[config.mk]
export PLATFORM = sky130hd
export DESIGN_NAME = mode_switch_controller
export DESIGN_NICKNAME = d
export VERILOG_FILES = /design/src/rtl/mode_switch_controller.sv
export SDC_FILE = /design/constraint.sdc
export NUM_CORES = 1
export LEC_CHECK = 0
export CAP_MARGIN = 15
export CORE_MARGIN = 5
export CORE_UTILIZATION = 26
export CTS_CLUSTER_DIAMETER = 50
export CTS_CLUSTER_SIZE = 28
export DETAILED_ROUTE_END_ITERATION = 16
export SKIP_CTS_REPAIR_TIMING = 1
export SYNTH_ARGS = -nofsm -noshare
export SYNTH_HDL_FRONTEND = slang
export SYNTH_SLANG_ARGS = --single-unit
[constraint.sdc]
create_clock -name clk -period 2.5 [get_ports clk]
set_clock_uncertainty 0.2 [all_clocks]
set_input_delay 0.375 -clock clk [delete_from_list [all_inputs] [get_ports clk]]
set_output_delay 0.375 -clock clk [all_outputs]
set_load 0.05 [all_outputs]
[src/rtl/mode_switch_controller.sv]
// Mode arbiter: debounces mode_select, mutes the speaker for a fixed gap on every
// mode change, pulses a restart into the newly entered engine and muxes its outputs.
module mode_switch_controller #(
  parameter int NUM_MODES       = 3,
  parameter int MODE_W          = 3,
  parameter int LED_W           = 7,
  parameter int DEFAULT_MODE    = 0,
  parameter int DEBOUNCE_CYCLES = 1000000,
  parameter int MUTE_CYCLES     = 500000
) (
  input  logic                       clk,
  input  logic                       reset,
  input  logic [MODE_W-1:0]          mode_select,
  input  logic [NUM_MODES-1:0]       src_speaker,
  input  logic [NUM_MODES*LED_W-1:0] src_led,
  output logic [MODE_W-1:0]          current_mode,
  output logic [NUM_MODES-1:0]       mode_active,
  output logic [NUM_MODES-1:0]       mode_restart,
  output logic                       switching,
  output logic                       speaker,
  output logic                       loud,
  output logic [LED_W-1:0]           led
);

  localparam int DW = (DEBOUNCE_CYCLES > 1) ? $clog2(DEBOUNCE_CYCLES) : 1;
  localparam int MW = (MUTE_CYCLES > 1) ? $clog2(MUTE_CYCLES) : 1;
  localparam logic [DW-1:0]     DB_MAX   = DW'(DEBOUNCE_CYCLES - 1);
  localparam logic [MW-1:0]     MUTE_MAX = MW'(MUTE_CYCLES - 1);
  localparam logic [MODE_W-1:0] DEF_MODE = MODE_W'(DEFAULT_MODE);

  typedef enum logic {ACTIVE, MUTE} state_t;

  state_t                          state;
  logic [DW-1:0]                   dcnt;
  logic [MW-1:0]                   mcnt;
  logic [MODE_W-1:0]               cand;
  logic [MODE_W-1:0]               sel_ok;
  logic [MODE_W-1:0]               nxt_mode;
  logic                            accept;
  logic                            nxt_mute;
  logic                            spk_cur;
  logic [LED_W-1:0]                led_nxt;
  logic [NUM_MODES-1:0][LED_W-1:0] led_arr;

  function automatic logic [NUM_MODES-1:0] onehot(input logic [MODE_W-1:0] m);
    onehot = '0;
    for (int i = 0; i < NUM_MODES; i++) onehot[i] = (m == MODE_W'(i));
  endfunction

  assign led_arr = src_led;

  // Extra MSB keeps the range compare correct when NUM_MODES == 2**MODE_W.
  assign sel_ok = ({1'b0, mode_select} < (MODE_W+1)'(NUM_MODES)) ? mode_select : DEF_MODE;

  assign accept   = (dcnt == DB_MAX) && (cand != current_mode);
  assign nxt_mode = accept ? cand : current_mode;
  assign nxt_mute = accept || ((state == MUTE) && (mcnt != '0));

  // Loop compare instead of a direct index keeps out-of-range modes at 0, never X.
  always_comb begin
    spk_cur = 1'b0;
    led_nxt = '0;
    for (int i = 0; i < NUM_MODES; i++) begin
      if (current_mode == MODE_W'(i)) spk_cur = src_speaker[i];
      if (nxt_mode == MODE_W'(i))     led_nxt = led_arr[i];
    end
  end

  always_ff @(posedge clk or negedge reset) begin
    if (!reset) begin
      state        <= MUTE;
      mcnt         <= MUTE_MAX;
      dcnt         <= '0;
      cand         <= DEF_MODE;
      current_mode <= DEF_MODE;
      mode_active  <= onehot(DEF_MODE);
      mode_restart <= '0;
      switching    <= 1'b0;
      speaker      <= 1'b0;
      loud         <= 1'b0;
      led          <= '0;
    end else begin
      if (sel_ok != cand) begin
        cand <= sel_ok;
        dcnt <= '0;
      end else if (dcnt != DB_MAX) begin
        dcnt <= dcnt + 1'b1;
      end

      // Acceptance beats mute expiry and reloads a full gap.
      if (accept) begin
        state <= MUTE;
        mcnt  <= MUTE_MAX;
      end else if (state == MUTE) begin
        if (mcnt == '0) state <= ACTIVE;
        else            mcnt  <= mcnt - 1'b1;
      end

      current_mode <= nxt_mode;
      mode_active  <= onehot(nxt_mode);
      mode_restart <= accept ? onehot(cand) : '0;
      switching    <= nxt_mute;
      loud         <= ~nxt_mute;
      speaker      <= nxt_mute ? 1'b0 : spk_cur;
      led          <= led_nxt;
    end
  end

endmodule

### Metal layers overlaid

(4 px per um) Only two layers are drawn.
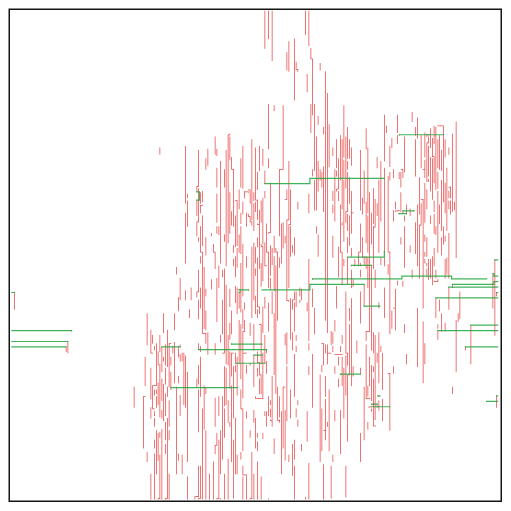
green -> metal 3  # wire length 329 um
red -> metal 2  # wire length 4210 um

==> flow_summary_export.csv <==
group,metric,value,unit
logic_synthesis,aoi_share,13.3,%
cells_and_area,mi_logic_area,1650,um2
detailed_routing,route.met2.wl,4.21,mm
critical_path,critPathCaptureType,"flip-flop",
floorplan,well_tap_count,172,
critical_path,crit_slowest_cell,"or4_4",
critical_path,reg2reg_slack,0.1,ns
sta,period_needed,2.40,ns
power,sw_frac_of_total,22.0,%
cells_and_area,nNetsFinal,427,
logic_synthesis,yosys.cell_types.count,52,
cells_and_area,largest_register_ffs,20,
logic_synthesis,yosys-top-cells-count,"49 x dfrtp_1, 32 x nor2_1, 30 x nand2_1, 21 x xor2_1, 15 x nand2b_1",
power,p_clk,1.17,mW
power,power-top-group,"the clock network",
logic_synthesis,xor_area_share,8.49,%
critical_path,crit_family,"simple AND/OR/NAND/NOR gates",
logic_synthesis,numSynthFlops,62,
floorplan,fp-row-count,41,
grt,met1_usage,14.1,%
power,p_per_area,536,nW/um2
place,dp_slack,-0.0121,ns
floorplan,die_w,123,um
logic_synthesis,syn_avg_cell_area,9.94,um2
grt,grt_pass1_vias,2778,
sta,hold_violations,0,
place,gp_congestion,0.783,
detailed_routing,first_iter_violations,148,
logic_synthesis,top_area_cell,"dfrtp_1",
grt,grtUsageTotal,11.6,%
detailed_routing,top_layer,"met4",
job,max_cap_viol_count,0,
logic_synthesis,ys_cells,332,
cells_and_area,fin_util,35.3,%
cells_and_area,seq_share,35.5,%
min_path,holdPathEnd,"mcnt[18]$_DFFE_PN1P_",
power,p_leak,1.87,nW
power,p_int,1.85,mW
critical_path,worstRegToRegCells,5,
critical_path,r2r-end,"dcnt[4]$_DFFE_PN0P_",
min_path,worstHoldStart,"mcnt[18]$_DFFE_PN1P_",
outcome,status,"finished clean",
detailed_routing,drc,0,
power,seq_power,1.03,mW
logic_synthesis,ys_sh_simple,24.0,%
cells_and_area,regMostFlops,"dcnt",
power,pg_comb,0.170,mW
power,irDropWorstVdd,0.230,mV
detailed_routing,post_drt_wl_per_cell,14.2,um
critical_path,crit_type,"flip-flop to flip-flop",
clocking,cts-buffers-inserted,9,
logic_synthesis,top_logic_kind,"simple AND/OR/NAND/NOR gates",
detailed_routing,wl_met3,329,um
sta,fmaxAchievable,0.417,GHz
sta,tightest_slew,0.513,ns
power,pwr-share-clk,49.5,%
critical_path,cp.depth,5,
clocking,cts_tree,"built",
cells_and_area,largest_registers,"dcnt x20, mcnt x19, led x7",
cells_and_area,fin_cells,573,
cells_and_area,layout_top_cell,"dfrtp_1",
critical_path,timing.critical_path.fanout_max,8,
sta,rsz0062_at_grt,"no",
logic_synthesis,ys_seq_share,47.5,%
place,placed_area,4060,um2
floorplan,initial_utilization,26.4,%
### Cell sizes after repair

(4 px per um)
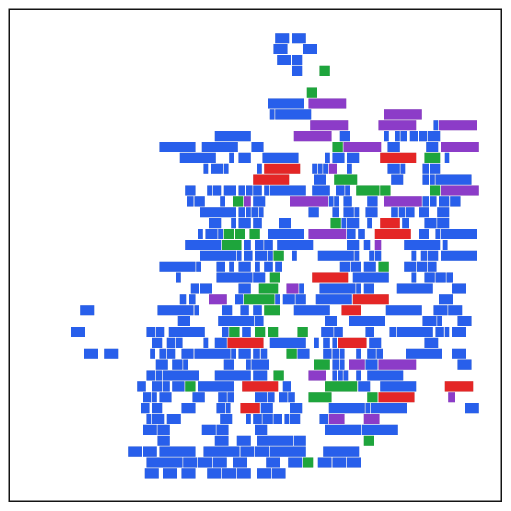
red -> _6 and larger  # cells 14, share 3.5%, most used clkbuf_16
purple -> _2 cells  # cells 23, share 5.7%, most used dfstp_2
green -> _3 and _4 cells  # cells 33, share 8.2%, most used buf_4
blue -> _0 and _1 cells  # cells 331, share 83%, most used dfrtp_1
final worst slack: 0.100 ns
Layout area overhead: 33.8%

No activity file was given, so power comes from the tool's default toggle rates.
